run_1/gate_families.png
Bar = 100 um.
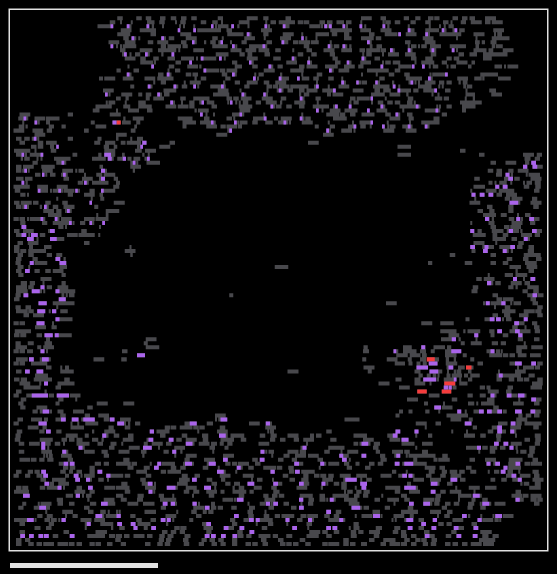
run_1/registers.png
Bar = 100 um. Other sequential cells in the stronger grey, the rest of the logic in the fainter grey.
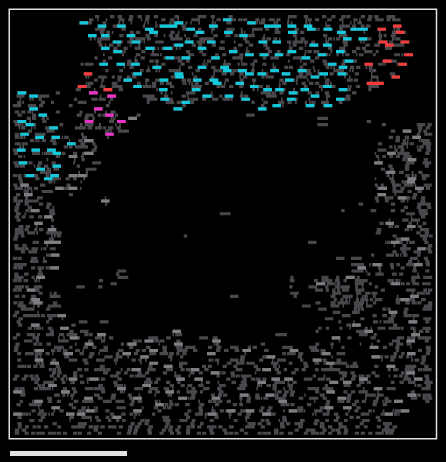
run_1/final_clocks.png
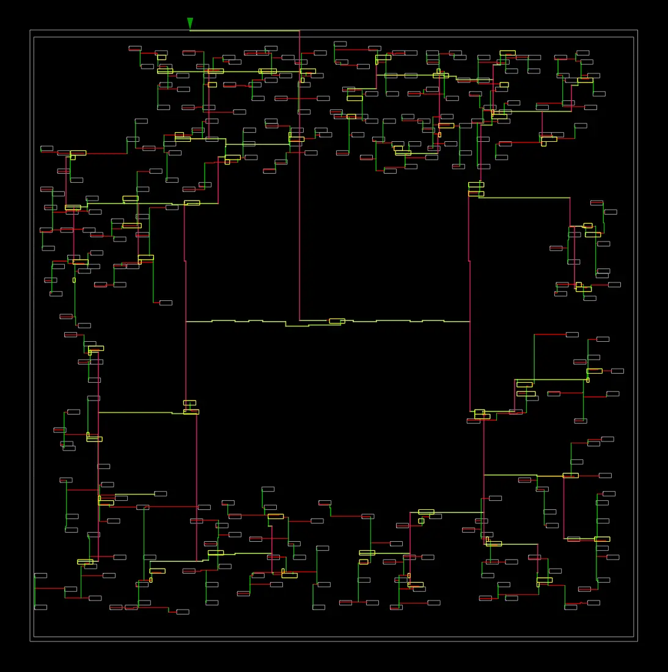
run_1/metal_stack.png
Only two layers are drawn.
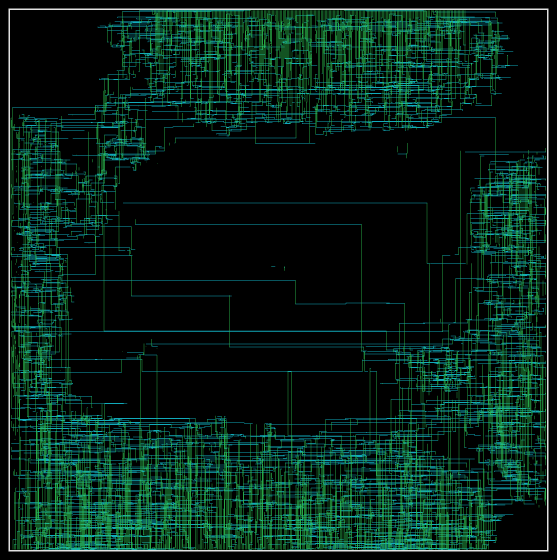
===== src/rtl/aes_128_req_sched.sv =====
// Round-robin front end that time-shares a single AES-128 core between NUM_REQ
// block requesters and returns each ciphertext tagged with its requester index.
module aes_128_req_sched #(
    parameter int NUM_REQ = 4,
    parameter int TIMEOUT = 64
) (
    input  logic                       clk,
    input  logic                       kill,
    input  logic [NUM_REQ-1:0]         req_valid,
    input  logic [NUM_REQ*128-1:0]     req_data,
    output logic [NUM_REQ-1:0]         req_ready,
    output logic [127:0]               core_in_data,
    output logic                       core_in_en,
    input  logic                       core_idle,
    input  logic [127:0]               core_out_data,
    input  logic                       core_out_en,
    output logic                       rsp_valid,
    input  logic                       rsp_ready,
    output logic [127:0]               rsp_data,
    output logic [$clog2(NUM_REQ)-1:0] rsp_id,
    output logic                       busy,
    output logic                       err_timeout,
    output logic                       err_spurious,
    output logic [15:0]                blk_cnt
);

    localparam int IW = $clog2(NUM_REQ);
    localparam int CW = $clog2(TIMEOUT + 1);
    localparam logic [CW-1:0] CNT_LAST = CW'(TIMEOUT - 1);
    localparam logic [CW-1:0] CNT_MAX  = CW'(TIMEOUT);

    localparam logic [1:0] S_IDLE  = 2'd0;
    localparam logic [1:0] S_ISSUE = 2'd1;
    localparam logic [1:0] S_WAIT  = 2'd2;
    localparam logic [1:0] S_HOLD  = 2'd3;

    logic [1:0]                  state;
    logic [IW-1:0]               last_grant;
    logic [IW-1:0]               tag_q;
    logic [CW-1:0]               cnt;
    logic [NUM_REQ-1:0][127:0]   req_blk;
    logic [IW-1:0]               gnt_idx;
    logic [IW-1:0]               cand;
    logic                        gnt_found;
    logic                        hs;

    assign req_blk = req_data;

    // Rotating priority: scan from the slot after the last winner, wrapping.
    always_comb begin
        gnt_found = 1'b0;
        gnt_idx   = '0;
        cand      = '0;
        for (int i = 1; i <= NUM_REQ; i++) begin
            cand = IW'((int'(last_grant) + i) % NUM_REQ);
            if (!gnt_found && req_valid[cand]) begin
                gnt_found = 1'b1;
                gnt_idx   = cand;
            end
        end
    end

    assign hs         = (state == S_IDLE) && core_idle && gnt_found;
    assign req_ready  = hs ? (NUM_REQ'(1) << gnt_idx) : '0;
    assign core_in_en = (state == S_ISSUE);
    assign rsp_valid  = (state == S_HOLD);
    assign busy       = (state != S_IDLE);

    always_ff @(posedge clk) begin
        if (kill) begin
            state        <= S_IDLE;
            last_grant   <= IW'(NUM_REQ - 1);
            tag_q        <= '0;
            cnt          <= '0;
            core_in_data <= '0;
            rsp_data     <= '0;
            rsp_id       <= '0;
            blk_cnt      <= '0;
            err_timeout  <= 1'b0;
            err_spurious <= 1'b0;
        end else begin
            err_timeout  <= 1'b0;
            // A result outside WAIT has no owner; flag it and leave state alone.
            err_spurious <= core_out_en && (state != S_WAIT);
            case (state)
                S_IDLE: begin
                    if (hs) begin
                        core_in_data <= req_blk[gnt_idx];
                        tag_q        <= gnt_idx;
                        last_grant   <= gnt_idx;
                        state        <= S_ISSUE;
                    end
                end
                S_ISSUE: begin
                    cnt   <= '0;
                    state <= S_WAIT;
                end
                S_WAIT: begin
                    if (cnt != CNT_MAX)
                        cnt <= cnt + CW'(1);
                    // A result arriving on the last allowed cycle still counts.
                    if (core_out_en) begin
                        rsp_data <= core_out_data;
                        rsp_id   <= tag_q;
                        blk_cnt  <= blk_cnt + 16'd1;
                        state    <= S_HOLD;
                    end else if (cnt == CNT_LAST) begin
                        err_timeout <= 1'b1;
                        state       <= S_IDLE;
                    end
                end
                default: begin
                    if (rsp_ready)
                        state <= S_IDLE;
                end
            endcase
        end
    end

endmodule


===== config.mk =====
export PLATFORM = sky130hd
export DESIGN_NAME = aes_128_req_sched
export DESIGN_NICKNAME = d
export VERILOG_FILES = /design/src/rtl/aes_128_req_sched.sv
export SDC_FILE = /design/constraint.sdc
export NUM_CORES = 1
export LEC_CHECK = 0
export CAP_MARGIN = 20
export CORE_AREA = 2 2 362 364
export CTS_CLUSTER_DIAMETER = 120
export DETAILED_ROUTE_END_ITERATION = 12
export DIE_AREA = 0 0 364 366
export PLACE_DENSITY = 0.34
export SYNTH_ARGS = -nofsm -noshare
export SYNTH_HDL_FRONTEND = slang
export SYNTH_SLANG_ARGS = --single-unit

===== constraint.sdc =====
create_clock -name clk -period 2.55 [get_ports clk]
set_input_delay 0.6375 -clock clk [delete_from_list [all_inputs] [get_ports clk]]
set_output_delay 0.6375 -clock clk [all_outputs]
set_load 0.01 [all_outputs]

==> run_results.csv, run 1 <==
group,metric,value,unit
sta,layout_min_cycle_time,2.53,ns
clock_tree,root_buffer,"clkbuf_16",
setup_path,critPathArrivalTime,1.89,ns
setup_path,end_kind,"output port",
grt,grt_overflow,0,
final_layout,buffer_area_share,39.4,%
die,fp.dieH,366,um
final_layout,final_cell_area,28000,um2
logic_synthesis,syn_avg_cell_area,8.51,um2
sta,hold_violations,0,
grt,met3_usage,3.97,%
setup_path,crit_path_max_fanout,2,
logic_synthesis,yosysChipArea,13800,um2
run,drv_cap,0,
drt,met2_length,47100,um
sta,rsz0062_at_grt,"true",
logic_synthesis,top_area_cell,"dfxtp_1",
drt,top_layer_used,"met5",
final_layout,mi_logic_area,7450,um2
grt,antenna_found_initial,22,
die,core_area,129000,um2
setup_path,worstPathCellList,"clkdlybuf4s15_2 > or2_2 > buf_4 > a21oi_1 > o21bai_4 > and2_4 > buf_12",
final_layout,n_fill_cell,14200,
hold_path,hp-class,"input port to register",
logic_synthesis,edf_count,0,
grt,grt_pass1_wl,132000,um
logic_synthesis,ys.flops,289,
grt,grt_max_degree,72,
placed_design,dp_hpwl,76100,um
drt,wirelength_met1,39700,um
setup_path,reg2reg_depth,8,
logic_synthesis,yosysMostFrequentCell,"nand2_1",
drt,drt_first_pass_iters,7,
run_status,status,"completed",
sta,fin_crit_sh,99.1,%
sta,clock.fmax,396,MHz
logic_synthesis,yosys_warnings,0,
clock_tree,cts_resized,46,
logic_synthesis,ys_seq_share,41.9,%
final_layout,syn_to_final_growth,102,%
placed_design,dpl_cell_area,26300,um2
setup_path,cpMaxStageDelayCell,"or2_2",
grt,first_global_vias,16800,
die,fp_util,10.7,%
setup_path,max_stage_delay,0.30,ns
grt,met2_usage,23.9,%
sta,fin_setup_tns,0,ns
placed_design,place_inst,4297,
final_layout,flop_area,5790,um2
clock_tree,cts_tree,"yes",
power_and_ir_drop,p_int,11100,uW
setup_path,cp.depth,7,
logic_synthesis,async_reset_ff_share,0,%
sta,finalMaxSlewViolations,0,
clock_tree,postCtsHoldBufs,0,
logic_synthesis,syn-cell-area,13800,um2
drt,drt_iter0_markers,774,
clock_tree,cts_made_buffers,45,
logic_synthesis,top_cell_area_share,41.9,%
Notes on gate_families.png above:
AND-OR and OR-AND gates: shown in red, cells 6, most used o211a_4. inverting AOI/OAI gates: shown in purple, cells 412, most used a21oi_1, where spread over the die.
tally of non-filler cells in the final layout: 4401
Comb area share: 26.7%

Notes on registers.png above:
blk_cnt: shown in red, sequential cells 16. cnt: shown in magenta, sequential cells 7, where north-west. rsp_data: shown in cyan, sequential cells 128.
Another 138 sequential cells are not coloured.

Notes on final_clocks.png above:
# clk buffers: 68
clk latency late pin: 0.61 ns
clk sink count: 289
Worst Skew: 0.0201 ns
FFs & Latches: 289

Notes on metal_stack.png above:
met1: shown in cyan, wire length 39.7 mm. met2: shown in green, wire length 47.1 mm.
WL/cell: 21.7 um
Tot GR Track Use: 13.8%
final wirelength: 95700 um
DR vias: 16200

==> run 1: cell families (layout without fill, tap and decap cells) <==
kind of cell / after synthesis / count (layout) / synth area share (%)
simple gates: 611 / 611 / 17.4
compound gates: 418 / 418 / 23.4
flops: 289 / 289 / 41.9
buf+inv: 157 / 1177 / 5.40
mux: 130 / 130 / 10.6
xor+xnor: 17 / 17 / 1.08
fa+ha+maj: 3 / 3 / 0.272
other cells: 0 / 14 / 0
==> run 1: registers in the layout, summed over array words and instances (netlist names) <==
name	cells
rsp_id	2
cnt	7
state	2
err_timeout	1
err_spurious	1
rsp_data	128
last_grant	2
tag_q	2
core_in_data	128
blk_cnt	16
==> run 1: power by group through the flow <==
| stage | Sequential [uW] | Clock [uW] | Combinational (uW) |
|---|---|---|---|
| 5_1_grt | 5070 | 6790 | 5010 |
| 3_3_place_gp | 5120 | 0 | 4720 |
| 2_1_floorplan | 5240 | 0 | 1600 |
| 6_report | 5030 | 6340 | 4660 |
| 3_5_place_dp | 5120 | 0 | 4700 |
| 4_1_cts | 5040 | 6650 | 4770 |
==> run 1: stage by stage <==
stage | setup WS, ns | utilization [%] | power, uW
2_1_floorplan | 0.177 | - | 6850
3_3_place_gp | -0.802 | 20.4 | 9840
3_5_place_dp | -0.799 | 20.4 | 9820
4_1_cts | -0.0665 | 21.6 | 16500
5_1_grt | -0.0960 | 21.7 | 16900
6_report | 0.0221 | 21.7 | 16000
==> run 1: cell usage in the layout, fill, tap and decap left out, drive strengths merged, types with 4 or more instances in the layout <==
cell	n
a211oi	129
a21oi	141
a221oi	129
and3	6
buf	166
clkbuf	68
clkdlybuf4s50	919
clkinv	7
dfxtp	289
diode	14
inv	6
mux2	129
nand2	406
nand3	6
nand4	5
nor2	162
nor2b	6
nor3	6
o211ai	4
xor2	15
==> inputs of run 2 (changes only) <==
--- a/config.mk
+++ b/config.mk
@@ -5,6 +5,7 @@
 export SDC_FILE = /design/constraint.sdc
 export NUM_CORES = 1
 export LEC_CHECK = 0
+export ABC_CLOCK_PERIOD_IN_PS = 2550
 export CAP_MARGIN = 20
 export CORE_AREA = 2 2 362 364
 export CTS_CLUSTER_DIAMETER = 120
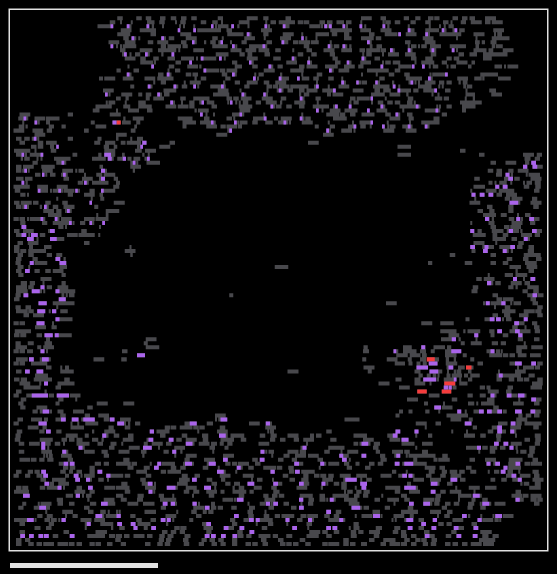
run_2/gate_families.png
Bar = 100 um.
inverting AOI/OAI gates: shown in purple, cells 412, most used a21oi_1, where spread over the die. AND-OR and OR-AND gates: shown in red, cells 6, most used o211a_4.

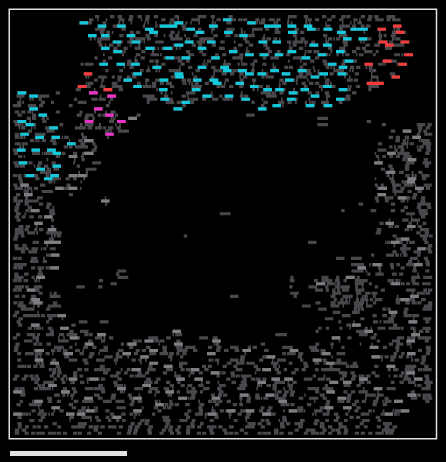
run_2/registers.png
Bar = 100 um. Other sequential cells in the stronger grey, the rest of the logic in the fainter grey.
Seq/total area: 20.7%
Seq. pwr: 5030 uW
register area: 5790 um2

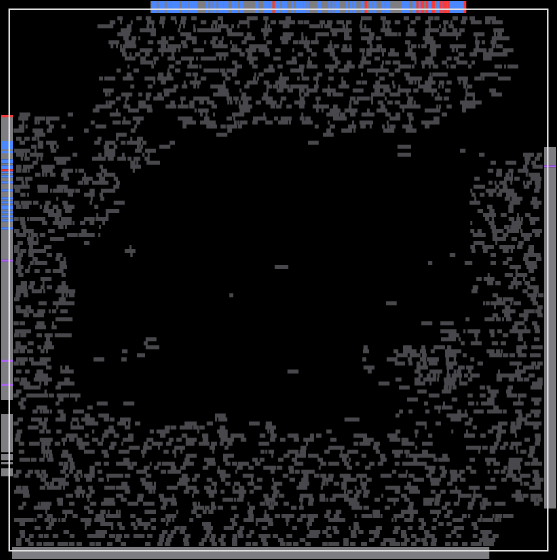
run_2/pins.png
Pins as bars across the die edge, other pins in grey.
blk_cnt: shown in red, pins 16, direction output, edge 14 north, 2 west. req_ready: shown in purple, pins 4, direction output, edge 3 west, 1 east. core_out_data: shown in blue, pins 128, direction input, edge 107 north, 21 west.

==> run 2 against run 1 <==
First-iteration DRC count is the same. Total power stayed put. Worst setup slack unchanged. Largest power group unchanged. Highest routed layer unchanged.
==> run_results.csv, run 2 <==
group,metric,value,unit
sta,clock.fmax,396,MHz
run_status,status,"completed",
grt,met3_usage,3.97,%
logic_synthesis,synth_adder_area_share,0.272,%
logic_synthesis,yosys_warnings,0,
logic_synthesis,yosysMostFrequentCell,"nand2_1",
logic_synthesis,ys_seq_share,41.9,%
logic_synthesis,ys_sh_simple,17.4,%
grt,first_global_vias,16800,
grt,grt_use_total,13.8,%
logic_synthesis,muxShareOfSynthArea,10.6,%
final_layout,syn_to_final_growth,102,%
clock_tree,root_buffer,"clkbuf_16",
setup_path,crit_path_max_fanout,2,
drt,via_count,16200,
logic_synthesis,yosysChipArea,13800,um2
grt,grt_pass1_wl,132000,um
logic_synthesis,syn_avg_cell_area,8.51,um2
setup_path,end_kind,"output port",
grt,met2_usage,23.9,%
logic_synthesis,top_area_cell,"dfxtp_1",
final_layout,layout_top_cell,"clkdlybuf4s50_1",
drt,wirelength,95700,um
drt,top_layer_used,"met5",
logic_synthesis,logic_family,"AND-OR/OR-AND gates",
sta,layout_min_cycle_time,2.53,ns
sta,fin_crit_sh,99.1,%
logic_synthesis,edf_count,0,
run,drv_cap,0,
sta,rsz0062_at_grt,"true",
clock_tree,cts_made_buffers,45,
logic_synthesis,top_cell_area_share,41.9,%
final_layout,final_cells,4401,
logic_synthesis,aoi_share,23.4,%
sta,hold_violations,0,
placed_design,dp_hpwl,76100,um
hold_path,hp-class,"input port to register",
placed_design,place_inst,4297,
-- run 2: cell counts after synthesis --
No cell type changed its count.
-- run 2: metrics by stage --
step	area, um2	setup WS (ns)	setup TNS, ns	utilization (%)	total power, uW
final	28000	0.0221	0	21.7	16000
after global routing	27900	-0.0960	-0.273	21.7	16900
after CTS	27900	-0.0665	-0.146	21.6	16500
after floorplan	13800	0.177	0	-	6850
after detailed placement	26300	-0.799	-56.19	20.4	9820
after global placement	26300	-0.802	-56.55	20.4	9840
-- run 2: final cells by class --
cell class / instances / area, um2
fill: 14200 / 101000
timing repair buffer: 1091 / 11000
multi-input combinational: 1179 / 7450
sequential: 289 / 5790
tap: 1742 / 2180
clock buffer: 68 / 1310
clock inverter: 13 / 156
antenna: 14 / 35.0
inverter: 5 / 18.8
-- run 2: logic make-up after synthesis --
kind of cell	Yosys count
AND/OR/NAND/NOR	611
AND-OR/OR-AND	418
flip-flops	289
buffers and inverters	157
multiplexers	130
XOR/XNOR	17
adder cells (fa/ha/maj)	3
-- run 2: worst paths after layout --
check | start | endpoint | slack [ns] | depth (start not counted)
setup / recovery | req_valid[2] | req_ready[0] | 0.02 | 7
hold / removal | kill | rsp_data[56] | 0.36 | 2
setup reg to reg | last_grant[0] | core_in_data[69] | 0.17 | 8
hold reg to reg | rsp_data[108] | rsp_data[108] | 0.45 | 2
-- run 2: where the power goes --
part	switching [uW]	internal, uW
registers	185	4850
logic	2150	2510
clock network	2570	3760
total	4910	11100
-- run 2: critical path, stage by stage --
cell and delay (ns):
clkdlybuf4s15_2 0.24, or2_2 0.30, buf_4 0.15, a21oi_1 0.12, o21bai_4 0.14, and2_4 0.17, buf_12 0.12
-- run 2: timing repair --
action | CTS | global route
setup buffers | 10 | 1
gates resized | 46 | 5
setup endpoints to repair | 7 | 5
pin swaps | 8 | 3
==> inputs of run 3 (changes only) <==
--- a/config.mk
+++ b/config.mk
@@ -6,7 +6,7 @@
 export NUM_CORES = 1
 export LEC_CHECK = 0
 export ABC_CLOCK_PERIOD_IN_PS = 2550
-export CAP_MARGIN = 20
+export CAP_MARGIN = 10
 export CORE_AREA = 2 2 362 364
 export CTS_CLUSTER_DIAMETER = 120
 export DETAILED_ROUTE_END_ITERATION = 12
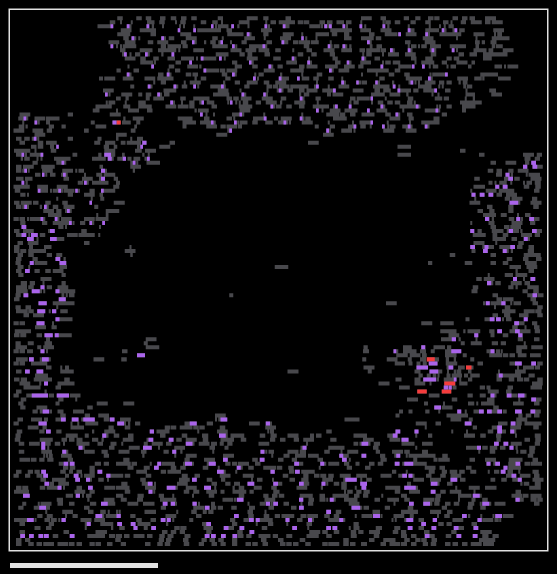
run_3/gate_families.png
Bar = 100 um.
AND-OR and OR-AND gates: shown in red, cells 6, most used o211a_4. inverting AOI/OAI gates: shown in purple, cells 412, most used a21oi_1, where spread over the die.

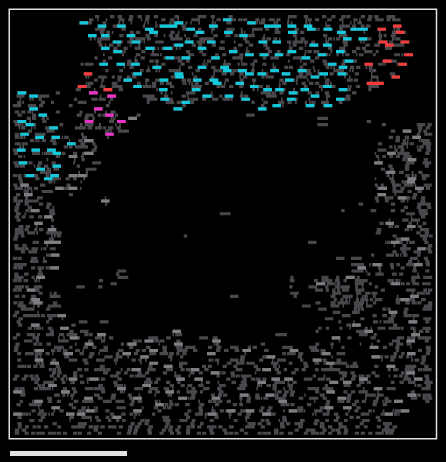
run_3/registers.png
Bar = 100 um. Other sequential cells in the stronger grey, the rest of the logic in the fainter grey.
blk_cnt: shown in red, sequential cells 16. cnt: shown in magenta, sequential cells 7, where north-west. rsp_data: shown in cyan, sequential cells 128.

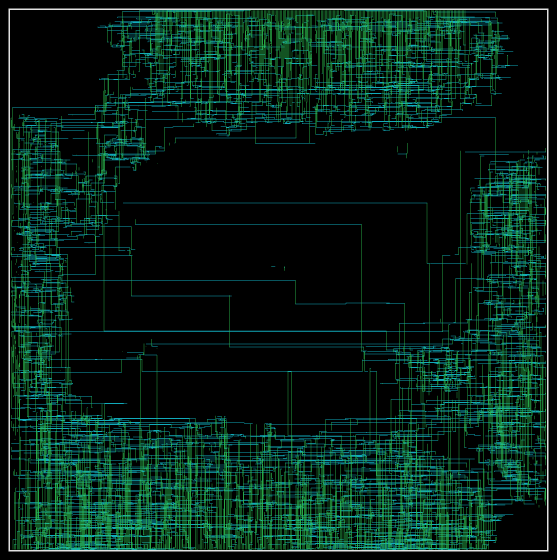
run_3/metal_stack.png
Only two layers are drawn.

==> run 3 against run 2 <==
Routed wire length stayed put. Global-route usage stayed put. Cell area stayed put. Critical path type unchanged. Via count stayed put. Flip-flop count stayed put. Critical endpoint unchanged. Critical path depth stayed put. Maximum frequency stayed put. Clock skew stayed put.
==> run_results.csv, run 3 <==
group,metric,value,unit
run_status,status,"completed",
grt,grt_max_degree,72,
final_layout,buffers,1091,
setup_path,cp.depth,7,
setup_path,r2r_slack,0.17,ns
sta,rsz0062_at_grt,"true",
final_layout,largest_class,"non-clock buffers",
placed_design,place_inst,4297,
clock_tree,insertion_delay,0.61,ns
sta,fin_setup_tns,0,ns
die,fp_util,10.7,%
grt,first_global_vias,16800,
grt,grt_use_total,13.8,%
drt,wirelength,95700,um
die,fp.dieH,366,um
run,drv_cap,0,
setup_path,end_kind,"output port",
clock_tree,postCtsHoldBufs,0,
setup_path,cp-endpoint,"req_ready[0]",
clock_tree,clkSinkCount,289,
logic_synthesis,edf_count,0,
setup_path,worstPathCellList,"clkdlybuf4s15_2 > or2_2 > buf_4 > a21oi_1 > o21bai_4 > and2_4 > buf_12",
final_layout,final_cell_area,28000,um2
final_layout,layout_top_cell,"clkdlybuf4s50_1",
logic_synthesis,top_cell_area_share,41.9,%
drt,drt_iter0_markers,774,
final_layout,reg.largest.list,"core_in_data: 128 flops, rsp_data: 128 flops, blk_cnt: 16 flops",
setup_path,reg2reg_depth,8,
logic_synthesis,async_reset_ff_share,0,%
die,tapCellCount,1742,
grt,antenna_found_initial,22,
setup_path,reg2reg_from,"last_grant[0]",
final_layout,clock_buffers,68,
sta,clock.fmax,396,MHz
sta,hold_violations,0,
sta,layout_min_cycle_time,2.53,ns
setup_path,crit_buf_inv,3,
logic_synthesis,syn-cell-area,13800,um2
logic_synthesis,top_area_cell,"dfxtp_1",
grt,grt_overflow,0,
drt,via_count,16200,
logic_synthesis,yosys_warnings,0,
final_layout,syn_to_final_growth,102,%
final_layout,nNonClkInverters,5,
setup_path,critPathTopFamily,"buffers and inverters",
final_layout,final_util,21.7,%
power_and_ir_drop,fin_total_pwr,16000,uW
clock_tree,root_buffer,"clkbuf_16",
hold_path,hp-class,"input port to register",
final_layout,final_cells,4401,
setup_path,critPathArrivalTime,1.89,ns
logic_synthesis,syn_avg_cell_area,8.51,um2
clock_tree,cts_made_buffers,45,
final_layout,n_fill_cell,14200,
final_layout,comb_share,26.7,%
sta,fin_crit_sh,99.1,%
final_layout,diodes,14,
clock_tree,cts_tree,"yes",
final_layout,mi_logic_area,7450,um2
-- run 3: cell counts in the layout (fill, tap and decap cells not counted) --
Identical to the previous run, type by type.
-- run 3: worst min-delay path by stage --
stage                        from            end  slack, ns  cells past startpoint
detailed placement  rsp_data[104]  rsp_data[104]       0.45                      2
global placement      rsp_data[4]    rsp_data[4]       0.44                      2
floorplan                tag_q[1]      rsp_id[1]       0.43                      2
finish                       kill   rsp_data[56]       0.36                      2
CTS                          kill   rsp_data[56]       0.31                      2
global route                 kill   rsp_data[56]       0.35                      2
-- run 3: logic make-up (layout without fill, tap and decap cells) --
group           count (synthesis)  count (layout)  synth area share (%)
mux                           130             130                  10.6
other cells                     0              14                     0
compound gates                418             418                  23.4
xor+xnor                       17              17                  1.08
buf+inv                       157            1177                  5.40
flops                         289             289                  41.9
fa+ha+maj                       3               3                 0.272
simple gates                  611             611                  17.4
-- run 3: what timing repair did --
action / in CTS / in global routing
endpoints found under the setup margin: 7 / 5
pin swaps: 8 / 3
resized: 46 / 5
setup buffers: 10 / 1
hold endpoints to repair: 0 / 0
-- run 3: worst register-to-register path, cell delays in order, from the launching register on --
cell	delay, ns
dfxtp_2	0.32
and2b_2	0.23
nor3b_2	0.05
o31a_2	0.36
buf_4	0.18
buf_4	0.18
a221oi_1	0.62
buf_4	0.24
a211oi_1	0.06
-- run 3: report_power, final --
group,switching (uW),total (uW),internal [uW],leakage [uW]
combinational,2150,4660,2510,0.00668
clock,2570,6340,3760,0.000710
sequential,185,5030,4850,0.00236
-- run 3: metal layers --
metal	GRT usage (%)	wire, um	vias up
met3	3.97	6940	95
met2	23.9	47100	514
met1	16.4	39700	7759
li1	-	-	7777
met5	0	93	-
met4	3.69	1810	14
Power figures rest on the tool's default switching activity, not on a simulated workload.
